Floorplan with the power grid:
Scale bar: 50 um. Pins as bars on the die edge. Tap cells in grey.
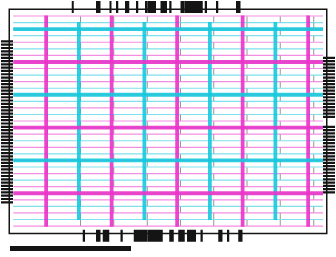
Placed cells, one colour a class:
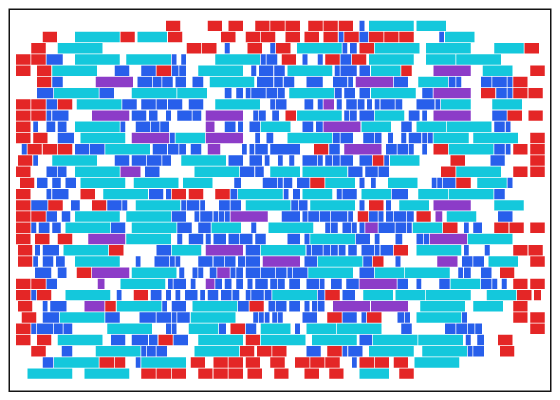
Clock network drawn from the DEF:
Scale bar: 50 um.
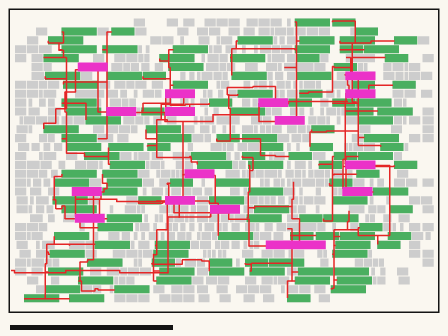
==> config.mk <==
export PLATFORM = sky130hd
export DESIGN_NAME = shift_issue_stage
export DESIGN_NICKNAME = d
export VERILOG_FILES = /design/src/rtl/shift_issue_stage.sv
export SDC_FILE = /design/constraint.sdc
export NUM_CORES = 1
export LEC_CHECK = 0
export ABC_CLOCK_PERIOD_IN_PS = 8130
export CORE_ASPECT_RATIO = 0.7
export CORE_UTILIZATION = 54
export DETAILED_ROUTE_END_ITERATION = 8
export PLACE_DENSITY = 0.88
export SYNTH_ARGS = -nofsm -noshare
export SYNTH_HDL_FRONTEND = slang
export SYNTH_SLANG_ARGS = --single-unit
==> constraint.sdc <==
create_clock -name CLK -period 8.13 [get_ports CLK]
set_input_delay 1.626 -clock CLK [delete_from_list [all_inputs] [get_ports CLK]]
set_output_delay 1.626 -clock CLK [all_outputs]
set_load 0.005 [all_outputs]
==> src/rtl/shift_issue_stage.sv <==
`default_nettype none
// ============================================================================
// Module   : shift_issue_stage
// Function : 2-entry issue FIFO and registered result stage wrapped around an
//            external right-only barrel shifter (SLL/SRL/SRA, tagged ops).
// Revision : 1.0 - initial release
// ============================================================================
module shift_issue_stage #(
    parameter int WIDTH     = 32,
    parameter int TAG_WIDTH = 4
) (
    input  logic                     CLK,
    input  logic                     RST,
    input  logic                     IN_VALID,
    output logic                     IN_READY,
    input  logic [1:0]               IN_FUNCT,
    input  logic [$clog2(WIDTH)-1:0] IN_W,
    input  logic [WIDTH-1:0]         IN_A,
    input  logic [TAG_WIDTH-1:0]     IN_TAG,
    output logic                     SH_OP,
    output logic [$clog2(WIDTH)-1:0] SH_W,
    output logic [WIDTH-1:0]         SH_A,
    input  logic [WIDTH-1:0]         SH_Y,
    output logic                     OUT_VALID,
    input  logic                     OUT_READY,
    output logic [WIDTH-1:0]         OUT_Y,
    output logic [TAG_WIDTH-1:0]     OUT_TAG,
    output logic                     OUT_ERR
);

    localparam int unsigned c_wbits = $clog2(WIDTH);

    localparam logic [1:0] c_sll = 2'b00;
    localparam logic [1:0] c_srl = 2'b01;
    localparam logic [1:0] c_rsv = 2'b10;
    localparam logic [1:0] c_sra = 2'b11;

    // FIFO storage and bookkeeping
    logic [1:0]           r_funct [2];
    logic [c_wbits-1:0]   r_w     [2];
    logic [WIDTH-1:0]     r_a     [2];
    logic [TAG_WIDTH-1:0] r_tag   [2];
    logic                 r_wptr;
    logic                 r_rptr;
    logic [1:0]           r_count;

    // Result register
    logic                 r_out_valid;
    logic [WIDTH-1:0]     r_out_y;
    logic [TAG_WIDTH-1:0] r_out_tag;
    logic                 r_out_err;

    logic                 w_full;
    logic                 w_empty;
    logic                 w_push;
    logic                 w_pop;
    logic [1:0]           w_head_funct;
    logic [c_wbits-1:0]   w_head_w;
    logic [WIDTH-1:0]     w_head_a;
    logic [TAG_WIDTH-1:0] w_head_tag;
    logic [WIDTH-1:0]     w_head_a_rev;
    logic [WIDTH-1:0]     w_sh_y_rev;
    logic [WIDTH-1:0]     w_result;

    assign w_full   = (r_count == 2'd2);
    assign w_empty  = (r_count == 2'd0);
    assign IN_READY = ~RST & ~w_full;
    assign w_push   = IN_VALID & IN_READY;
    assign w_pop    = ~w_empty & (~r_out_valid | OUT_READY);

    assign w_head_funct = r_funct[r_rptr];
    assign w_head_w     = r_w[r_rptr];
    assign w_head_a     = r_a[r_rptr];
    assign w_head_tag   = r_tag[r_rptr];

    // Left shifts run through the right shifter on bit-reversed data
    for (genvar i = 0; i < WIDTH; i++) begin : g_rev
        assign w_head_a_rev[i] = w_head_a[WIDTH-1-i];
        assign w_sh_y_rev[i]   = SH_Y[WIDTH-1-i];
    end

    always_ff @(posedge CLK) begin
        if (RST) begin
            r_wptr  <= 1'b0;
            r_rptr  <= 1'b0;
            r_count <= 2'd0;
        end else begin
            if (w_push) begin
                r_wptr <= ~r_wptr;
            end
            if (w_pop) begin
                r_rptr <= ~r_rptr;
            end
            case ({w_push, w_pop})
                2'b10:   r_count <= r_count + 2'd1;
                2'b01:   r_count <= r_count - 2'd1;
                default: r_count <= r_count;
            endcase
        end
    end

    // Payload needs no reset: it is only observed through a valid pointer
    always_ff @(posedge CLK) begin
        if (w_push) begin
            r_funct[r_wptr] <= IN_FUNCT;
            r_w[r_wptr]     <= IN_W;
            r_a[r_wptr]     <= IN_A;
            r_tag[r_wptr]   <= IN_TAG;
        end
    end

    always_comb begin
        SH_OP = 1'b0;
        SH_W  = '0;
        SH_A  = '0;
        if (!w_empty) begin
            case (w_head_funct)
                c_sll: begin
                    SH_A = w_head_a_rev;
                    SH_W = w_head_w;
                end
                c_srl: begin
                    SH_A = w_head_a;
                    SH_W = w_head_w;
                end
                c_sra: begin
                    SH_OP = 1'b1;
                    SH_A  = w_head_a;
                    SH_W  = w_head_w;
                end
                default: begin
                    SH_A = w_head_a;
                end
            endcase
        end
    end

    always_comb begin
        w_result = SH_Y;
        case (w_head_funct)
            c_sll:   w_result = w_sh_y_rev;
            c_rsv:   w_result = w_head_a;
            default: w_result = SH_Y;
        endcase
    end

    always_ff @(posedge CLK) begin
        if (RST) begin
            r_out_valid <= 1'b0;
            r_out_y     <= '0;
            r_out_tag   <= '0;
            r_out_err   <= 1'b0;
        end else if (w_pop) begin
            r_out_valid <= 1'b1;
            r_out_y     <= w_result;
            r_out_tag   <= w_head_tag;
            r_out_err   <= (w_head_funct == c_rsv);
        end else if (OUT_READY) begin
            r_out_valid <= 1'b0;
        end
    end

    assign OUT_VALID = r_out_valid;
    assign OUT_Y     = r_out_y;
    assign OUT_TAG   = r_out_tag;
    assign OUT_ERR   = r_out_err;

endmodule
`default_nettype wire

==> out/summary.txt <==
area grow syn2layout -> 34.8%
Slowest-stage cell, CP -> dfxtp_4
final worst path period share -> 70.5%
Synth Register Bits -> 129
CP required -> 6.50 ns
reg2reg path depth -> 5
total global routing overflow -> 0
Seq power -> 989 uW
synthesized instance count -> 583
yosys simple share -> 11.8%
Largest stage delay, worst path -> 0.98 ns
routability cong. -> 0.887
Post-CTS Hold Buffers -> 0
Fin. Hold Viols -> 0
Tap Count -> 153
cell taking the most area after synthesis -> edfxtp_1
final antenna-violating net count -> 0
Seq/Total Area, Yosys -> 54.8%
Worst setup SP type -> flip-flop
Worst Setup EP -> SH_A[0]
HP Class -> reg -> reg
die area -> 12100 sq um
DRC Markers -> 0
outcome -> complete, no violations
r2r endpoint -> OUT_Y[9]
syn avg cell area -> 10.8 sq um
layout cells sized above 1 -> 8.98%
WL final -> 19.0 mm
number of I/O port buffers -> 155
Worst path top cell family by delay -> buffers and inverters
biggest area cells -> edfxtp_1 41%, dfxtp_1 14%, mux2i_1 9.4%, a211oi_1 4.7%, nor2_1 4.4%
Bufs and invs on worst path -> 2
worst hold slack -> 0.502 ns
top cells by count, synth -> 86 x edfxtp_1, 73 x nor2_1, 62 x nand2_1, 59 x mux2i_1, 43 x dfxtp_1
Switch Pwr -> 984 uW
seq_cells -> 129
Slew headroom -> 19.1%
Switching Fraction -> 33.8%
Placed Area -> 7850 sq um
# nets final -> 791
Top non-seq family -> AND-OR/OR-AND gates
cell count listed in synth_stat.txt -> 583
Final TNS setup -> 0 ns
CTS Buffer Depth -> 2
Mapped Area -> 6280 sq um
largest net degree at the start of global routing -> 79
Seq pwr share -> 34.0%
CTS tree -> yes
OpenROAD warning count -> 26
Synth async-reset ratio -> 0%
count of final max-slew check failures -> 0
Setup Fix Bufs, Post-CTS -> 0
H-tree depth -> 4
n_diodes -> 0
total power -> 2.91 mW
Post-synth EDFFs -> 86
Internal -> 1.93 mW
combinational power -> 1.14 mW
internal reg-to-reg setup slack -> 4.81 ns
detailed placement HPWL -> 12.6 mm
xor/xnor share -> 0.558%
Worst path depth -> 6
Reg clk slew, reported paths -> 0.06 ns
logic area -> 2590 sq um
-- 'floorplan with the power grid' (at the start) --
VSS: shown in magenta. VDD: shown in cyan.
33 met1 rails follow the rows. 156 signal pins sit on the boundary. 153 tap cells. The core has 32 rows.
core area: 11200 sq um
worst vdd ir: 0.192 mV
Vert. Die Dim: 92.2 um
Die Width: 131 um

-- 'placed cells, one colour a class' (at the start) --
registers: shown in cyan, cells 129. remaining logic cells: shown in blue, cells 401. remaining buffers and delay cells: shown in red, cells 162. clock drivers and dummy loads: shown in purple, cells 32.
sequential cell area share: 40.7%
final instance area: 8470 sq um
Util after Layout: 75.8%
Rows: 32

-- 'clock network drawn from the DEF' (at the start) --
clock-net drivers: shown in magenta, count 17. flip-flops: shown in green, count 129. clock wires: shown in red, length 1550 um.
There are 18 routed clock nets. Position of the flops: all over the die.
Clk network pwr share: 26.8%
clk_skew: 0.00859 ns
P_clk: 780 uW

-- worst min-delay path by stage --
stage	start	to	slack (ns)	cells after the start
global placement	OUT_Y[6]	OUT_Y[6]	0.48	2
CTS	OUT_ERR	OUT_ERR	0.50	2
finish	OUT_Y[25]	OUT_Y[25]	0.50	2
floorplan	OUT_Y[24]	OUT_Y[24]	0.47	2
detailed placement	OUT_ERR	OUT_ERR	0.49	2
global route	OUT_ERR	OUT_ERR	0.52	2
-- routing by layer --
layer	routed length [um]	vias to the layer above	share of wire, %	GRT usage [%]
li1	-	2422	-	-
met1	7910	2602	42	44.2
met2	8510	373	45	49.9
met3	2180	57	11	9.63
met4	417	2	2.2	9.29
met5	13	-	0.068	0
Power is estimated from default activity; no workload was simulated.
